$ cat src/rtl/hartslag_pkg.sv
// hartslag_pkg: shared types and helpers for the heartbeat pulse filter.
// Holds the debounce FSM state encoding and the counter width helper.
package hartslag_pkg;

  typedef enum logic [1:0] {
    LAAG      = 2'd0,
    NAAR_HOOG = 2'd1,
    HOOG      = 2'd2,
    NAAR_LAAG = 2'd3
  } fase_t;

  // Bits needed to hold values 0..n; never less than one bit.
  function automatic int cw(input int n);
    if (n < 1)
      return 1;
    return $clog2(n + 1);
  endfunction

endpackage

$ cat src/rtl/hartslag_puls_filter_if.sv
// hartslag_puls_filter_if: sensor line in, conditioned beat signals out.
// slave is the filter side, master the consumer/stimulus side.
interface hartslag_puls_filter_if #(
  parameter int INTERVAL_W = 28
);

  logic                  Ingang;
  logic                  Puls;
  logic                  Niveau;
  logic                  Verworpen;
  logic [INTERVAL_W-1:0] Interval;
  logic                  IntervalGeldig;

  modport master (
    output Ingang,
    input  Puls,
    input  Niveau,
    input  Verworpen,
    input  Interval,
    input  IntervalGeldig
  );

  modport slave (
    input  Ingang,
    output Puls,
    output Niveau,
    output Verworpen,
    output Interval,
    output IntervalGeldig
  );

endinterface

$ cat src/rtl/hartslag_puls_filter_sync_2ff.sv
// sync_2ff: generic two-flop synchroniser for one async bit.
// Both flops clear to 0 on synchronous reset.
module sync_2ff (
  input  logic CLK,
  input  logic Reset,
  input  logic d,
  output logic q
);

  logic meta;

  // Two-stage capture of the asynchronous input.
  always_ff @(posedge CLK) begin
    if (Reset) begin
      meta <= 1'b0;
      q    <= 1'b0;
    end else begin
      meta <= d;
      q    <= meta;
    end
  end

endmodule

$ cat src/rtl/hartslag_puls_filter.sv
// hartslag_puls_filter: sync, debounce and refractory gate for beats.
// Optional beat interval measurement under `HARTSLAG_INTERVAL_EN.
module hartslag_puls_filter
  import hartslag_pkg::*;
#(
  parameter int DEBOUNCE_CYC = 16,
  parameter int REFRACT_CYC  = 12_500_000,
  parameter int INTERVAL_W   = 28
) (
  input logic                   CLK,
  input logic                   Reset,
  hartslag_puls_filter_if.slave bus
);

  localparam int DW = cw(DEBOUNCE_CYC);
  localparam int RW = cw(REFRACT_CYC);

  localparam logic [DW-1:0] DC_END = DW'(DEBOUNCE_CYC);
  localparam logic [DW-1:0] DC_ONE = DW'(1);
  localparam logic [RW-1:0] RF_LD  = RW'(REFRACT_CYC);

  logic          s;
  fase_t         fase;
  logic [DW-1:0] dc;
  logic [RW-1:0] refr;
  logic          puls_r;
  logic          niv_r;
  logic          verw_r;
  logic          stijg;
  logic          acc;

  sync_2ff u_sync (
    .CLK   (CLK),
    .Reset (Reset),
    .d     (bus.Ingang),
    .q     (s)
  );

  // Debounced rising edge this cycle, and whether it is accepted.
  always_comb begin
    stijg = 1'b0;
    acc   = 1'b0;
    if (fase == NAAR_HOOG && s && dc == DC_END)
      stijg = 1'b1;
    if (stijg && refr == '0)
      acc = 1'b1;
  end

  // Debounce FSM, refractory counter and registered event outputs.
  always_ff @(posedge CLK) begin
    if (Reset) begin
      fase   <= LAAG;
      dc     <= '0;
      refr   <= '0;
      puls_r <= 1'b0;
      niv_r  <= 1'b0;
      verw_r <= 1'b0;
    end else begin
      puls_r <= 1'b0;
      verw_r <= 1'b0;
      if (refr != '0)
        refr <= refr - RW'(1);
      unique case (fase)
        LAAG: begin
          if (s) begin
            fase <= NAAR_HOOG;
            dc   <= DC_ONE;
          end
        end
        NAAR_HOOG: begin
          if (!s) begin
            fase <= LAAG;
          end else if (dc == DC_END) begin
            fase  <= HOOG;
            niv_r <= 1'b1;
            if (acc) begin
              puls_r <= 1'b1;
              refr   <= RF_LD;
            end else begin
              verw_r <= 1'b1;
            end
          end else begin
            dc <= dc + DW'(1);
          end
        end
        HOOG: begin
          if (!s) begin
            fase <= NAAR_LAAG;
            dc   <= DC_ONE;
          end
        end
        NAAR_LAAG: begin
          if (s) begin
            fase <= HOOG;
          end else if (dc == DC_END) begin
            fase  <= LAAG;
            niv_r <= 1'b0;
          end else begin
            dc <= dc + DW'(1);
          end
        end
      endcase
    end
  end

  assign bus.Puls      = puls_r;
  assign bus.Niveau    = niv_r;
  assign bus.Verworpen = verw_r;

`ifdef HARTSLAG_INTERVAL_EN

  logic [INTERVAL_W-1:0] cnt;
  logic [INTERVAL_W-1:0] iv;
  logic                  ig;
  logic                  seen;
  logic [INTERVAL_W-1:0] cnt_sat;

  // Next count value, pinned at all-ones.
  always_comb begin
    cnt_sat = cnt;
    if (cnt != '1)
      cnt_sat = cnt + INTERVAL_W'(1);
  end

  // Beat-to-beat interval capture; first beat only arms it.
  always_ff @(posedge CLK) begin
    if (Reset) begin
      cnt  <= '0;
      iv   <= '0;
      ig   <= 1'b0;
      seen <= 1'b0;
    end else begin
      ig <= 1'b0;
      if (acc) begin
        iv   <= cnt_sat;
        cnt  <= '0;
        ig   <= seen;
        seen <= 1'b1;
      end else begin
        cnt <= cnt_sat;
      end
    end
  end

  assign bus.Interval       = iv;
  assign bus.IntervalGeldig = ig;

`else

  assign bus.Interval       = {INTERVAL_W{1'b0}};
  assign bus.IntervalGeldig = 1'b0;

`endif

endmodule

$ cat src/flat_wrapper.sv
// flat-port wrapper written by rule: the top's interface ports become plain ports
module hartslag_puls_filter_flat import hartslag_pkg::*;
#(
  parameter int DEBOUNCE_CYC = 16,
  parameter int REFRACT_CYC  = 12_500_000,
  parameter int INTERVAL_W   = 28
)
  (CLK, Reset, bus_Ingang, bus_Puls, bus_Niveau, bus_Verworpen, bus_Interval, bus_IntervalGeldig);
  hartslag_puls_filter_if #(.INTERVAL_W(INTERVAL_W)) bus_i ();
  input logic CLK;
  input logic Reset;
  input wire logic [$bits(bus_i.Ingang)-1:0] bus_Ingang;
  output wire logic [$bits(bus_i.Puls)-1:0] bus_Puls;
  output wire logic [$bits(bus_i.Niveau)-1:0] bus_Niveau;
  output wire logic [$bits(bus_i.Verworpen)-1:0] bus_Verworpen;
  output wire logic [$bits(bus_i.Interval)-1:0] bus_Interval;
  output wire logic [$bits(bus_i.IntervalGeldig)-1:0] bus_IntervalGeldig;
  assign bus_i.Ingang = bus_Ingang;
  assign bus_Puls = bus_i.Puls;
  assign bus_Niveau = bus_i.Niveau;
  assign bus_Verworpen = bus_i.Verworpen;
  assign bus_Interval = bus_i.Interval;
  assign bus_IntervalGeldig = bus_i.IntervalGeldig;
  hartslag_puls_filter #(.DEBOUNCE_CYC(DEBOUNCE_CYC), .REFRACT_CYC(REFRACT_CYC), .INTERVAL_W(INTERVAL_W)) u_core (.CLK(CLK), .Reset(Reset), .bus(bus_i));
endmodule
$ cat config.mk
export PLATFORM = sky130hd
export DESIGN_NAME = hartslag_puls_filter_flat
export DESIGN_NICKNAME = d
export VERILOG_FILES = /design/src/rtl/hartslag_pkg.sv /design/src/rtl/hartslag_puls_filter_if.sv /design/src/rtl/hartslag_puls_filter_sync_2ff.sv /design/src/rtl/hartslag_puls_filter.sv /design/src/flat_wrapper.sv
export SDC_FILE = /design/constraint.sdc
export NUM_CORES = 1
export LEC_CHECK = 0
export CAP_MARGIN = 30
export CORE_ASPECT_RATIO = 1.25
export CORE_MARGIN = 8
export CORE_UTILIZATION = 40
export DETAILED_ROUTE_END_ITERATION = 7
export HOLD_SLACK_MARGIN = 0.12
export PLACE_DENSITY = 0.6
export SLEW_MARGIN = 20
export SYNTH_ARGS = -nofsm -noshare
export SYNTH_HDL_FRONTEND = slang
export SYNTH_HIERARCHICAL = 1
export SYNTH_SLANG_ARGS = --single-unit
export TNS_END_PERCENT = 30
$ cat constraint.sdc
create_clock -name CLK -period 4.1 [get_ports CLK]
set_input_delay 0.615 -clock CLK [delete_from_list [all_inputs] [get_ports CLK]]
set_output_delay 0.615 -clock CLK [all_outputs]
set_load 0.03 [all_outputs]
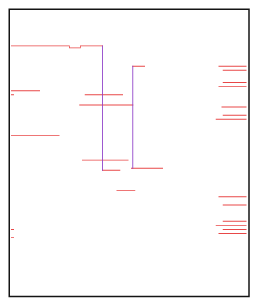
*Metal layers overlaid, run 1*
(3 px per um) Only two layers are drawn.
- red: metal 3 (wire length 239 um)
- purple: metal 4 (wire length 75.5 um)
per-cell routed wire length: 13.1 um
routed wire length: 3800 um

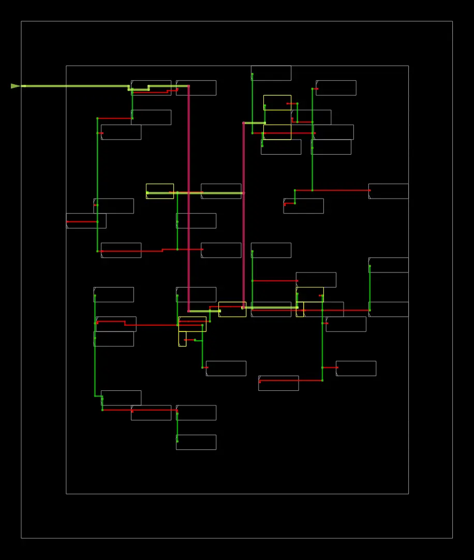
*The clock network, run 1*
clock buffer count: 8
clock latency on the worst-skew pair: 0.28 ns
cts bufs inserted: 5
seq_cells: 36
total clock sinks: 36

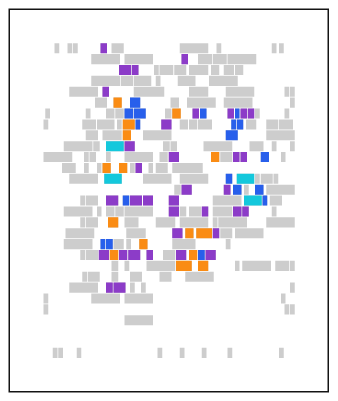
*Gate-type map, run 1*
(4 px per um)
- blue: NAND gates (cells 18)
- orange: AND and OR gates (cells 15)
- cyan: adder and majority cells (cells 4)
- purple: inverting AOI/OAI gates (cells 35; where centre)
share of the final layout cell area in multi-input gates: 52.8%
Top cell excl fill/tap: sky130_fd_sc_hd__dfxtp_1
Post-Layout Cell Count: 290

==> report_table.html, run 1 <==
<h3>Run summary</h3>
<table>
<tr><th>Metric</th><th>Value</th></tr>
<tr><th colspan="2">Drt</th></tr>
<tr><td>Number of DRC markers after the initial detailed-route iteration</td><td>48</td></tr>
<tr><td>Remaining DRCs</td><td>0</td></tr>
<tr><th colspan="2">Setup path</th></tr>
<tr><td>Startpoint of the worst register-to-register path</td><td>u_core/refr[15]$_SDFF_PP0_</td></tr>
<tr><td>Kind of end point of the critical path</td><td>flip-flop</td></tr>
<tr><td>Worst reg2reg setup slack</td><td>1.35 ns</td></tr>
<tr><td>Number of buffer and inverter instances along the worst setup path</td><td>0</td></tr>
<tr><td>Total number of cells along the worst setup path</td><td>5</td></tr>
<tr><td>Critical Path Start</td><td>u_core/refr[15]$_SDFF_PP0_</td></tr>
<tr><td>Highest-delay cell along the critical path</td><td>sky130_fd_sc_hd__o21ai_1</td></tr>
<tr><td>Worst r2r path cells</td><td>5</td></tr>
<tr><td>Critical path's top delay family</td><td>simple AND/OR/NAND/NOR gates</td></tr>
<tr><td>Crit Reg-Reg Endpoint</td><td>u_core/refr[9]$_SDFF_PP0_</td></tr>
<tr><th colspan="2">Layout</th></tr>
<tr><td>Max-area cell class</td><td>logic gates</td></tr>
<tr><td>Comb gate area</td><td>1090 um2</td></tr>
<tr><td>Share of post-route cells with drive strength above 1</td><td>7.89%</td></tr>
<tr><td>Area of all placed cells without fillers</td><td>2070 um2</td></tr>
<tr><td>Number of filler cells placed in the layout</td><td>499</td></tr>
<tr><td>Clock network area share</td><td>4.35%</td></tr>
<tr><td>Non-clock inverters</td><td>8</td></tr>
<tr><td>Biggest register</td><td>u_core/refr</td></tr>
<tr><td>Most used cells in the layout excluding fill and tap cells</td><td>sky130_fd_sc_hd__dfxtp_1, sky130_fd_sc_hd__conb_1, sky130_fd_sc_hd__nor2_1</td></tr>
<tr><td>Diodes inserted</td><td>0</td></tr>
<tr><td>Utilization after layout</td><td>41.6%</td></tr>
<tr><td>Number of logic gates</td><td>170</td></tr>
<tr><td>Proportion of cell area occupied by registers</td><td>34.8%</td></tr>
<tr><th colspan="2">STA</th></tr>
<tr><td>Fin Setup TNS</td><td>0 ns</td></tr>
<tr><td>Relative slew slack</td><td>46.8%</td></tr>
<tr><td>Hold slack</td><td>0.439 ns</td></tr>
<tr><td>Total of endpoints with negative setup slack in the final report</td><td>0</td></tr>
<tr><td>Final number of max-transition violations</td><td>0</td></tr>
<tr><td>Shortest period the worst path allows</td><td>2.75 ns</td></tr>
<tr><td>Unrepaired setup endpoints after global routing</td><td>false</td></tr>
<tr><td>Final Cycle Share</td><td>67.2%</td></tr>
<tr><td>Measured slew at the worst slew-check pin</td><td>0.793 ns</td></tr>
<tr><th colspan="2">GRT</th></tr>
<tr><td>Maximum number of pins on one net before global-route repair</td><td>22</td></tr>
<tr><td>All-Layer GR Usage</td><td>10.5%</td></tr>
<tr><td>Number of global-route vias before repair</td><td>1325</td></tr>
<tr><td>Antenna violations before repair</td><td>0</td></tr>
<tr><td>Global route overflow</td><td>0</td></tr>
<tr><th colspan="2">CTS</th></tr>
<tr><td>Post-cts resize count</td><td>0</td></tr>
<tr><td>Number of buffers inserted by hold repair at cts</td><td>0</td></tr>
<tr><td>Clock Path Buffers</td><td>2</td></tr>
<tr><td>Root buffer selected by CTS</td><td>sky130_fd_sc_hd__clkbuf_8</td></tr>
<tr><th colspan="2">Pwr</th></tr>
<tr><td>Leak</td><td>0.784 nW</td></tr>
<tr><td>Post-route total power</td><td>1.94 mW</td></tr>
<tr><td>Clock Power Share</td><td>13.1%</td></tr>
<tr><td>Combinational power</td><td>1.13 mW</td></tr>
<tr><td>Worst voltage drop across the vdd grid</td><td>492 uV</td></tr>
<tr><td>Seq pwr share</td><td>29.0%</td></tr>
<tr><td>Switching power</td><td>0.950 mW</td></tr>
<tr><td>Combinational share of power</td><td>57.9%</td></tr>
<tr><td>Int Power</td><td>0.993 mW</td></tr>
<tr><th colspan="2">Synthesis</th></tr>
<tr><td>Synth warnings</td><td>6</td></tr>
<tr><td>Dominant cell by count in the synthesized netlist</td><td>sky130_fd_sc_hd__dfxtp_1</td></tr>
<tr><td>FF+latch count, synth</td><td>36</td></tr>
<tr><td>Post-synth area hogs</td><td>sky130_fd_sc_hd__dfxtp_1, sky130_fd_sc_hd__buf_4, sky130_fd_sc_hd__xnor2_1, sky130_fd_sc_hd__xor2_1, sky130_fd_sc_hd__nor2_1</td></tr>
<tr><td>Unique masters post-synth</td><td>46</td></tr>
<tr><td>Top-area cell share</td><td>35.9%</td></tr>
<tr><td>Flip-flops with a built-in enable</td><td>0</td></tr>
<tr><td>Instance tally after logic synthesis</td><td>226</td></tr>
<tr><td>Part of the Yosys area used for sequential elements</td><td>35.9%</td></tr>
<tr><td>Avg Synthesized Cell Area</td><td>8.89 um2</td></tr>
<tr><td>Synthesized cell area</td><td>2010 um2</td></tr>
<tr><td>Yosys cell count</td><td>226</td></tr>
<tr><td>Top cells by instance count after synthesis</td><td>sky130_fd_sc_hd__dfxtp_1, sky130_fd_sc_hd__buf_4, sky130_fd_sc_hd__nor2_1</td></tr>
<tr><th colspan="2">Die</th></tr>
<tr><td>Die height</td><td>95.2 um</td></tr>
<tr><td>Initial core utilization</td><td>40.4%</td></tr>
<tr><td>Core footprint</td><td>4970 um2</td></tr>
<tr><td>Io pins</td><td>35</td></tr>
<tr><td>Floorplan row count</td><td>29</td></tr>
<tr><th colspan="2">Placement</th></tr>
<tr><td>Final RePlAce weighted congestion</td><td>0.798</td></tr>
<tr><td>DP HPWL</td><td>2750 um</td></tr>
<tr><td>Number of placed instances with taps included</td><td>282</td></tr>
<tr><td>Number of port buffers</td><td>5</td></tr>
<tr><th colspan="2">Min path</th></tr>
<tr><td>Path category of the worst min-delay check</td><td>reg -&gt; reg</td></tr>
<tr><td>Startpoint of the lowest-slack hold path</td><td>u_core/u_sync/meta$_SDFF_PP0_</td></tr>
<tr><td>Hold Path Sink</td><td>u_core/u_sync/q$_SDFF_PP0_</td></tr>
<tr><th colspan="2">Run</th></tr>
<tr><td>Max-cap check violation count</td><td>0</td></tr>
<tr><td>Total number of warnings across the stage logs</td><td>28</td></tr>
<tr><th colspan="2">Run status</th></tr>
<tr><td>Status</td><td>complete, no violations</td></tr>
</table>
==> run 1: kinds of logic after synthesis <==
kind of cell | Yosys count | synth area share [%]
buffers and inverters | 48 | 14.9
XOR/XNOR | 18 | 7.85
flip-flops | 36 | 35.9
AND-OR/OR-AND | 39 | 12.8
AND/OR/NAND/NOR | 77 | 24.3
multiplexers | 3 | 1.49
adder cells (fa/ha/maj) | 4 | 2.49
other | 1 | 0.187
==> run 1: routing by layer <==
layer  global-route usage (%)  vias to the layer above  share of wire (%)
li1                         -                      748                  -
met1                     11.7                      680                 44
met2                     17.2                       29                 48
met3                     3.58                        5                6.3
met4                     5.57                        0                2.0
met5                        0                        -                  0
### I/O pins on the die edge, run 1

(4 px per um) Pins as bars across the die edge, other pins in grey.
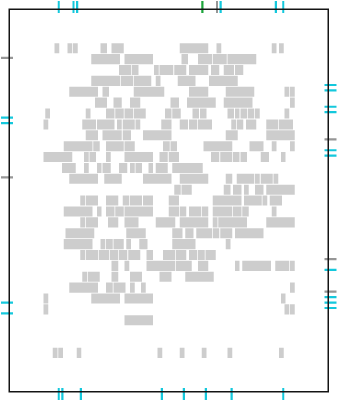

## Run 2: what changed since run 1
PLACE_DENSITY = 0.63   (was 0.6)
clock period = 2.52 ns   (was 4.1 ns; I/O delays follow)
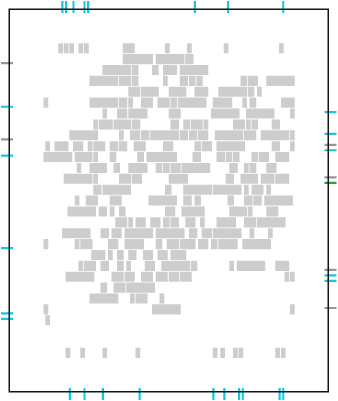
*I/O pins on the die edge, run 2*
(4 px per um) Pins as bars across the die edge, other pins in grey.
- cyan: `bus_Interval` (pins 28; direction output; edge 10 bottom, 8 top, 5 right, 5 left)
- green: `bus_Ingang` (pins 1; direction input; edge right)
- all pins by edge: 10 right, 10 bottom, 8 top, 7 left
number of port buffers: 5
die height: 95.2 um
horizontal extent of the die: 79.4 um

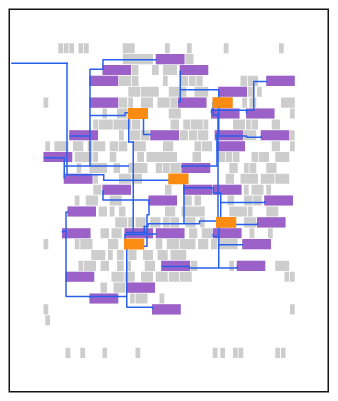
*Routed clock nets over the placement, run 2*
(4 px per um)
- blue: clock wires (length 529 um)
- orange: clock drivers (count 5)
- purple: flip-flops (count 36)
- routed clock nets: 6
Clock Power Share: 13.3%
post-route clock skew: 0.00300 ns

==> report_table.html, run 2 <==
<h3>Run summary</h3>
<table>
<tr><th>Metric</th><th>Value</th></tr>
<tr><th colspan="2">Run status</th></tr>
<tr><td>Status</td><td>complete, no violations</td></tr>
<tr><th colspan="2">Synthesis</th></tr>
<tr><td>Synth warnings</td><td>6</td></tr>
<tr><td>Top cells by instance count after synthesis</td><td>sky130_fd_sc_hd__dfxtp_1, sky130_fd_sc_hd__buf_4, sky130_fd_sc_hd__nor2_1</td></tr>
<tr><td>Yosys cell count</td><td>226</td></tr>
<tr><td>Aoi share</td><td>12.8%</td></tr>
<tr><td>FF+latch count, synth</td><td>36</td></tr>
<tr><td>Area fraction in and, or, nand and nor cells</td><td>24.3%</td></tr>
<tr><td>Avg Synthesized Cell Area</td><td>8.89 um2</td></tr>
<tr><td>Most instantiated flip-flop cell in the synthesis netlist</td><td>sky130_fd_sc_hd__dfxtp_1</td></tr>
<tr><td>Synthesized cell area</td><td>2010 um2</td></tr>
<tr><td>Dominant cell by count in the synthesized netlist</td><td>sky130_fd_sc_hd__dfxtp_1</td></tr>
<tr><td>Synthesized-area fraction occupied by adder cells</td><td>2.49%</td></tr>
<tr><td>Flip-flops with a built-in enable</td><td>0</td></tr>
<tr><td>Multiplexer share of the synthesized area</td><td>1.49%</td></tr>
<tr><td>Post-synth area hogs</td><td>sky130_fd_sc_hd__dfxtp_1, sky130_fd_sc_hd__buf_4, sky130_fd_sc_hd__xnor2_1, sky130_fd_sc_hd__xor2_1, sky130_fd_sc_hd__nor2_1</td></tr>
<tr><td>XOR/XNOR Fraction of Synth Area</td><td>7.85%</td></tr>
<tr><td>Top-area cell share</td><td>35.9%</td></tr>
<tr><td>Synth logic family</td><td>simple AND/OR/NAND/NOR gates</td></tr>
<tr><td>Part of the Yosys area used for sequential elements</td><td>35.9%</td></tr>
<tr><td>Unique masters post-synth</td><td>46</td></tr>
<tr><td>Instance tally after logic synthesis</td><td>226</td></tr>
<tr><th colspan="2">Die</th></tr>
<tr><td>Floorplan row count</td><td>29</td></tr>
<tr><td>Initial core utilization</td><td>40.4%</td></tr>
<tr><td>Io pins</td><td>35</td></tr>
<tr><td>Core footprint</td><td>4970 um2</td></tr>
<tr><th colspan="2">Min path</th></tr>
<tr><td>Hold Path Sink</td><td>u_core/u_sync/q$_SDFF_PP0_</td></tr>
<tr><td>Path category of the worst min-delay check</td><td>reg -&gt; reg</td></tr>
<tr><td>Startpoint of the lowest-slack hold path</td><td>u_core/u_sync/meta$_SDFF_PP0_</td></tr>
<tr><th colspan="2">Layout</th></tr>
<tr><td>Non-clock inverters</td><td>8</td></tr>
<tr><td>Seq_cells</td><td>36</td></tr>
<tr><td>Proportion of cell area occupied by registers</td><td>33.9%</td></tr>
<tr><td>Final-layout non-clock buffer area share</td><td>5.17%</td></tr>
<tr><td>Relative area change from synthesis to final layout</td><td>5.92%</td></tr>
<tr><td>Clock buffer count</td><td>7</td></tr>
<tr><td>Share of post-route cells with drive strength above 1</td><td>11.1%</td></tr>
<tr><td>Number of logic gates</td><td>170</td></tr>
<tr><td>Most used cells in the layout excluding fill and tap cells</td><td>sky130_fd_sc_hd__dfxtp_1, sky130_fd_sc_hd__conb_1, sky130_fd_sc_hd__nor2_1</td></tr>
<tr><td>Clock network area share</td><td>4.53%</td></tr>
<tr><td>Comb gate area</td><td>1090 um2</td></tr>
<tr><td>Top cell excl fill/tap</td><td>sky130_fd_sc_hd__dfxtp_1</td></tr>
<tr><td>Share of the final layout cell area in multi-input gates</td><td>51.4%</td></tr>
<tr><td>Max-area cell class</td><td>logic gates</td></tr>
<tr><td>Biggest register</td><td>u_core/refr</td></tr>
<tr><td>Number of filler cells placed in the layout</td><td>523</td></tr>
<tr><th colspan="2">Setup path</th></tr>
<tr><td>Endpoint required time on the critical path</td><td>2.70 ns</td></tr>
<tr><td>Maximum fanout along the worst path</td><td>10</td></tr>
<tr><td>Startpoint of the worst register-to-register path</td><td>u_core/refr[10]$_SDFF_PP0_</td></tr>
<tr><td>Crit Reg-Reg Endpoint</td><td>u_core/refr[22]$_SDFF_PP0_</td></tr>
<tr><td>Kind of end point of the critical path</td><td>flip-flop</td></tr>
<tr><td>Delay of the slowest critical-path stage</td><td>0.57 ns</td></tr>
<tr><td>Critical Path Start</td><td>u_core/refr[10]$_SDFF_PP0_</td></tr>
<tr><td>Worst reg2reg setup slack</td><td>0.25 ns</td></tr>
<tr><td>Highest-delay cell along the critical path</td><td>sky130_fd_sc_hd__or4_4</td></tr>
<tr><td>Worst r2r path cells</td><td>5</td></tr>
<tr><th colspan="2">Placement</th></tr>
<tr><td>DP HPWL</td><td>2880 um</td></tr>
<tr><td>Final RePlAce weighted congestion</td><td>0.822</td></tr>
<tr><th colspan="2">Pwr</th></tr>
<tr><td>Post-route total power</td><td>3.35 mW</td></tr>
<tr><td>Seq pwr share</td><td>27.6%</td></tr>
<tr><td>Switching power</td><td>1.60 mW</td></tr>
<tr><td>Int Power</td><td>1.75 mW</td></tr>
<tr><td>Largest power group</td><td>combinational logic</td></tr>
<tr><td>Combinational share of power</td><td>59.1%</td></tr>
<tr><td>Leak</td><td>0.822 nW</td></tr>
<tr><td>Combinational power</td><td>1.98 mW</td></tr>
<tr><td>Power drawn by the sequential cells</td><td>0.925 mW</td></tr>
<tr><td>Worst voltage drop across the vdd grid</td><td>616 uV</td></tr>
<tr><th colspan="2">CTS</th></tr>
<tr><td>Post-cts resize count</td><td>0</td></tr>
<tr><td>Number of buffers inserted by hold repair at cts</td><td>0</td></tr>
<tr><td>Buffers inserted by post-CTS timing repair</td><td>0</td></tr>
<tr><td>Maximum level of the CTS H-tree</td><td>2</td></tr>
<tr><td>Total clock sinks</td><td>36</td></tr>
<tr><td>Cts bufs inserted</td><td>5</td></tr>
<tr><td>Clk slew on worst S/H paths</td><td>0.07 ns</td></tr>
<tr><td>Root buffer selected by CTS</td><td>sky130_fd_sc_hd__clkbuf_8</td></tr>
<tr><td>Clock latency on the worst-skew pair</td><td>0.29 ns</td></tr>
<tr><td>Clock Path Buffers</td><td>2</td></tr>
<tr><th colspan="2">STA</th></tr>
<tr><td>Unrepaired setup endpoints after global routing</td><td>false</td></tr>
<tr><td>Fin Setup TNS</td><td>0 ns</td></tr>
<tr><td>Measured slew at the worst slew-check pin</td><td>0.561 ns</td></tr>
<tr><td>Final hold violation count</td><td>0</td></tr>
<tr><td>Final number of max-transition violations</td><td>0</td></tr>
<tr><td>Relative slew slack</td><td>62.3%</td></tr>
<tr><td>Final Cycle Share</td><td>89.9%</td></tr>
<tr><td>Total of endpoints with negative setup slack in the final report</td><td>0</td></tr>
<tr><td>Hold slack</td><td>0.462 ns</td></tr>
<tr><td>Shortest period the worst path allows</td><td>2.27 ns</td></tr>
<tr><th colspan="2">Run</th></tr>
<tr><td>Max-cap check violation count</td><td>0</td></tr>
<tr><td>Total number of warnings across the stage logs</td><td>28</td></tr>
<tr><th colspan="2">Drt</th></tr>
<tr><td>Number of DRC markers after the initial detailed-route iteration</td><td>32</td></tr>
<tr><td>Remaining DRCs</td><td>0</td></tr>
<tr><td>Iteration tally of the first detailed-router pass</td><td>4</td></tr>
<tr><td>Per-cell routed wire length</td><td>13.4 um</td></tr>
<tr><td>Routed wire length</td><td>3960 um</td></tr>
<tr><th colspan="2">GRT</th></tr>
<tr><td>Antenna violations before repair</td><td>0</td></tr>
<tr><td>Number of global-route vias before repair</td><td>1398</td></tr>
<tr><td>Maximum number of pins on one net before global-route repair</td><td>16</td></tr>
<tr><td>Global-route met2 utilization</td><td>18.4%</td></tr>
<tr><td>Global route overflow</td><td>0</td></tr>
<tr><td>Global-route met3 utilization</td><td>2.55%</td></tr>
<tr><td>M1 GR Usage</td><td>12.6%</td></tr>
<tr><td>All-Layer GR Usage</td><td>10.9%</td></tr>
</table>
## run 2: cell counts after synthesis
Identical to the previous run, type by type.
## run 2: routing by layer
metal	vias to the layer above	wire, um
met5	-	0
met4	0	77
met3	6	170
met2	24	1910
met1	697	1800
li1	761	-
## run 2: worst max-delay path: cells and delay by family (launching register included)
family	cells	cell delay, ns
and+or+nand+nor	4	1.57
muxes	1	0.22
DFF	1	0.35
## run 2: per-stage QoR
step / std cells / utilization (%) / cell area (um2)
5_1_grt: 296 / 42.8 / 2130
6_report: 296 / 42.8 / 2130
3_3_place_gp: 289 / 40.9 / 2030
3_5_place_dp: 289 / 40.9 / 2030
4_1_cts: 296 / 42.8 / 2130
2_1_floorplan: 254 / - / 2110
## Run 3: what changed since run 2
CTS_CLUSTER_SIZE = 28   (was default)
SETUP_SLACK_MARGIN = 0.02   (was default)
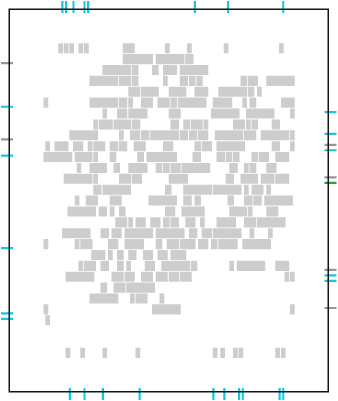
*I/O pins on the die edge, run 3*
(4 px per um) Pins as bars across the die edge, other pins in grey.
- cyan: `bus_Interval` (pins 28; direction output; edge 10 bottom, 8 top, 5 right, 5 left)
- green: `bus_Ingang` (pins 1; direction input; edge right)

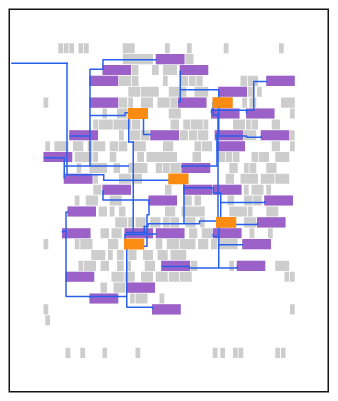
*Routed clock nets over the placement, run 3*
(4 px per um)
- orange: clock drivers (count 5)
- blue: clock wires (length 529 um)
- purple: flip-flops (count 36)
- routed clock nets: 6
clock latency on the worst-skew pair: 0.29 ns
clock network power consumption: 0.445 mW

==> report_table.html, run 3 <==
<h3>Run summary</h3>
<table>
<tr><th>Metric</th><th>Value</th></tr>
<tr><th colspan="2">Run status</th></tr>
<tr><td>Status</td><td>complete, no violations</td></tr>
<tr><th colspan="2">STA</th></tr>
<tr><td>Unrepaired setup endpoints after global routing</td><td>false</td></tr>
<tr><td>Shortest period the worst path allows</td><td>2.27 ns</td></tr>
<tr><td>Total of endpoints with negative setup slack in the final report</td><td>0</td></tr>
<tr><td>Post-route clock skew</td><td>0.00300 ns</td></tr>
<tr><td>Relative slew slack</td><td>62.3%</td></tr>
<tr><td>Fin Setup TNS</td><td>0 ns</td></tr>
<tr><td>Setup slack after layout</td><td>0.254 ns</td></tr>
<tr><td>Measured slew at the worst slew-check pin</td><td>0.561 ns</td></tr>
<tr><td>Final number of max-transition violations</td><td>0</td></tr>
<tr><td>Final Cycle Share</td><td>89.9%</td></tr>
<tr><td>Final hold violation count</td><td>0</td></tr>
<tr><td>F_max</td><td>441 MHz</td></tr>
<tr><td>Hold slack</td><td>0.462 ns</td></tr>
<tr><th colspan="2">GRT</th></tr>
<tr><td>GRT Max-Usage Layer</td><td>met2</td></tr>
<tr><td>M1 GR Usage</td><td>12.6%</td></tr>
<tr><td>Maximum number of pins on one net before global-route repair</td><td>16</td></tr>
<tr><td>All-Layer GR Usage</td><td>10.9%</td></tr>
<tr><td>Antenna violations before repair</td><td>0</td></tr>
<tr><td>Global-route met2 utilization</td><td>18.4%</td></tr>
<tr><td>Global-route met3 utilization</td><td>2.55%</td></tr>
<tr><td>Number of global-route vias before repair</td><td>1398</td></tr>
<tr><td>Global route overflow</td><td>0</td></tr>
<tr><td>Global-route wire length before repair</td><td>6490 um</td></tr>
<tr><th colspan="2">Pwr</th></tr>
<tr><td>Switching power</td><td>1.60 mW</td></tr>
<tr><td>Largest power group</td><td>combinational logic</td></tr>
<tr><td>Seq pwr share</td><td>27.6%</td></tr>
<tr><td>Worst voltage drop across the vdd grid</td><td>616 uV</td></tr>
<tr><td>Power density over cell area</td><td>1570 nW/um2</td></tr>
<tr><td>Post-route total power</td><td>3.35 mW</td></tr>
<tr><td>Combinational share of power</td><td>59.1%</td></tr>
<tr><td>Clock Power Share</td><td>13.3%</td></tr>
<tr><td>Sw Share</td><td>47.7%</td></tr>
<tr><td>Power drawn by the sequential cells</td><td>0.925 mW</td></tr>
<tr><td>Int Power</td><td>1.75 mW</td></tr>
<tr><td>Leak</td><td>0.822 nW</td></tr>
<tr><td>Combinational power</td><td>1.98 mW</td></tr>
<tr><th colspan="2">Die</th></tr>
<tr><td>Initial core utilization</td><td>40.4%</td></tr>
<tr><td>Die height</td><td>95.2 um</td></tr>
<tr><td>Horizontal extent of the die</td><td>79.4 um</td></tr>
<tr><td>Core footprint</td><td>4970 um2</td></tr>
<tr><td>Die area</td><td>7560 um2</td></tr>
<tr><td>Io pins</td><td>35</td></tr>
<tr><td>Floorplan row count</td><td>29</td></tr>
<tr><th colspan="2">Min path</th></tr>
<tr><td>Path category of the worst min-delay check</td><td>reg -&gt; reg</td></tr>
<tr><td>Startpoint of the lowest-slack hold path</td><td>u_core/u_sync/meta$_SDFF_PP0_</td></tr>
<tr><th colspan="2">Layout</th></tr>
<tr><td>Top cell excl fill/tap</td><td>sky130_fd_sc_hd__dfxtp_1</td></tr>
<tr><td>Largest registers</td><td>u_core/refr (24), u_core/dc (5)</td></tr>
<tr><td>Relative area change from synthesis to final layout</td><td>5.92%</td></tr>
<tr><td>Diodes inserted</td><td>0</td></tr>
<tr><td>Max FFs per register</td><td>24</td></tr>
<tr><td>Post-Layout Cell Count</td><td>296</td></tr>
<tr><td>Utilization after layout</td><td>42.8%</td></tr>
<tr><td>Most used cells in the layout excluding fill and tap cells</td><td>sky130_fd_sc_hd__dfxtp_1, sky130_fd_sc_hd__conb_1, sky130_fd_sc_hd__nor2_1</td></tr>
<tr><td>Biggest register</td><td>u_core/refr</td></tr>
<tr><td>Area of all placed cells without fillers</td><td>2130 um2</td></tr>
<tr><td>Final nets</td><td>241</td></tr>
<tr><td>Share of post-route cells with drive strength above 1</td><td>11.1%</td></tr>
<tr><th colspan="2">Drt</th></tr>
<tr><td>Top sig layer</td><td>met4</td></tr>
<tr><td>Avg Vias per Cell</td><td>5.03</td></tr>
<tr><td>Routed wl met3</td><td>170 um</td></tr>
<tr><td>Remaining DRCs</td><td>0</td></tr>
<tr><td>Routed wire length</td><td>3960 um</td></tr>
<tr><td>Iteration tally of the first detailed-router pass</td><td>4</td></tr>
<tr><td>Sum of routed wire segments on met1</td><td>1800 um</td></tr>
<tr><td>Count of nets left with antenna violations after detail routing</td><td>0</td></tr>
<tr><td>Per-cell routed wire length</td><td>13.4 um</td></tr>
<tr><td>Met2 wire length</td><td>1910 um</td></tr>
<tr><td>Via count</td><td>1488</td></tr>
<tr><td>Number of DRC markers after the initial detailed-route iteration</td><td>32</td></tr>
<tr><th colspan="2">Placement</th></tr>
<tr><td>Final RePlAce weighted congestion</td><td>0.822</td></tr>
<tr><td>Number of placed instances with taps included</td><td>289</td></tr>
<tr><td>DP HPWL</td><td>2880 um</td></tr>
<tr><td>Number of port buffers</td><td>5</td></tr>
<tr><td>Placed cell areas</td><td>2030 um2</td></tr>
<tr><td>DP Worst Slack</td><td>0.305 ns</td></tr>
<tr><th colspan="2">CTS</th></tr>
<tr><td>Maximum level of the CTS H-tree</td><td>2</td></tr>
<tr><td>Root buffer selected by CTS</td><td>sky130_fd_sc_hd__clkbuf_8</td></tr>
<tr><td>Clk slew on worst S/H paths</td><td>0.07 ns</td></tr>
<tr><td>Post-cts resize count</td><td>0</td></tr>
<tr><td>Buffers inserted by post-CTS timing repair</td><td>0</td></tr>
<tr><td>Number of buffers inserted by hold repair at cts</td><td>0</td></tr>
<tr><td>Total clock sinks</td><td>36</td></tr>
<tr><td>TritonCTS clock tree</td><td>done</td></tr>
<tr><td>Cts bufs inserted</td><td>5</td></tr>
<tr><td>Clock Path Buffers</td><td>2</td></tr>
<tr><th colspan="2">Synthesis</th></tr>
<tr><td>Area of the synthesized netlist per yosys stat</td><td>2010 um2</td></tr>
<tr><td>Synthesized-area fraction occupied by adder cells</td><td>2.49%</td></tr>
<tr><td>Top cells by instance count after synthesis</td><td>sky130_fd_sc_hd__dfxtp_1, sky130_fd_sc_hd__buf_4, sky130_fd_sc_hd__nor2_1</td></tr>
<tr><td>XOR/XNOR Fraction of Synth Area</td><td>7.85%</td></tr>
<tr><td>Flip-flops with a built-in enable</td><td>0</td></tr>
<tr><td>Post-synth area hogs</td><td>sky130_fd_sc_hd__dfxtp_1, sky130_fd_sc_hd__buf_4, sky130_fd_sc_hd__xnor2_1, sky130_fd_sc_hd__xor2_1, sky130_fd_sc_hd__nor2_1</td></tr>
<tr><td>Instance tally after logic synthesis</td><td>226</td></tr>
<tr><td>Synthesized cell area</td><td>2010 um2</td></tr>
<tr><td>Avg Synthesized Cell Area</td><td>8.89 um2</td></tr>
<tr><td>Synth warnings</td><td>6</td></tr>
<tr><td>Most instantiated flip-flop cell in the synthesis netlist</td><td>sky130_fd_sc_hd__dfxtp_1</td></tr>
<tr><td>Part of the Yosys area used for sequential elements</td><td>35.9%</td></tr>
<tr><td>Unique masters post-synth</td><td>46</td></tr>
<tr><td>Multiplexer share of the synthesized area</td><td>1.49%</td></tr>
<tr><td>Area fraction in and, or, nand and nor cells</td><td>24.3%</td></tr>
<tr><td>FF+latch count, synth</td><td>36</td></tr>
<tr><td>Fraction of registers with async set or reset after synthesis</td><td>0%</td></tr>
<tr><td>Dominant cell by count in the synthesized netlist</td><td>sky130_fd_sc_hd__dfxtp_1</td></tr>
<tr><td>Aoi share</td><td>12.8%</td></tr>
<tr><td>Cell taking the most area after synthesis</td><td>sky130_fd_sc_hd__dfxtp_1</td></tr>
<tr><td>Top-area cell share</td><td>35.9%</td></tr>
<tr><td>Yosys cell count</td><td>226</td></tr>
<tr><td>Synth logic family</td><td>simple AND/OR/NAND/NOR gates</td></tr>
<tr><th colspan="2">Setup path</th></tr>
<tr><td>Maximum fanout along the worst path</td><td>10</td></tr>
<tr><td>Worst setup SP type</td><td>flip-flop</td></tr>
<tr><td>Startpoint of the worst register-to-register path</td><td>u_core/refr[10]$_SDFF_PP0_</td></tr>
<tr><td>Signal arrival time at the worst endpoint</td><td>2.45 ns</td></tr>
<tr><td>Endpoint required time on the critical path</td><td>2.70 ns</td></tr>
<tr><td>Crit Path Category</td><td>reg -&gt; reg</td></tr>
<tr><td>Delay of the slowest critical-path stage</td><td>0.57 ns</td></tr>
<tr><td>Highest-delay cell along the critical path</td><td>sky130_fd_sc_hd__or4_4</td></tr>
<tr><td>Critical Path Start</td><td>u_core/refr[10]$_SDFF_PP0_</td></tr>
<tr><td>Worst reg2reg setup slack</td><td>0.25 ns</td></tr>
<tr><td>Cells along the critical path</td><td>or4_4 &gt; or3_1 &gt; nor4_1 &gt; mux2i_1 &gt; nor2_1</td></tr>
<tr><td>Kind of end point of the critical path</td><td>flip-flop</td></tr>
<tr><th colspan="2">Run</th></tr>
<tr><td>Total number of warnings across the stage logs</td><td>28</td></tr>
<tr><td>Max-cap check violation count</td><td>0</td></tr>
</table>
## run 3: layout make-up
cell class	count	area [um2]
clock buffer	7	96.3
fill	523	2840
inverter	8	30.0
multi-input combinational	170	1090
sequential	36	721
tap	62	77.6
timing repair buffer	13	110
## run 3: final timing paths
| check | end | depth (start not counted) |
|---|---|---|
| worst max-delay path | u_core/refr[22]$_SDFF_PP0_ | 5 |
| worst min-delay path | u_core/u_sync/q$_SDFF_PP0_ | 1 |
| worst max register to register | u_core/refr[22]$_SDFF_PP0_ | 5 |
| worst min register to register | u_core/u_sync/q$_SDFF_PP0_ | 1 |
## run 3: critical path, delay by kind of cell (launching register included)
kind	cells	cell delay [ns]
flops	1	0.35
mux	1	0.22
simple gates	4	1.57
No activity file was given, so power comes from the tool's default toggle rates.
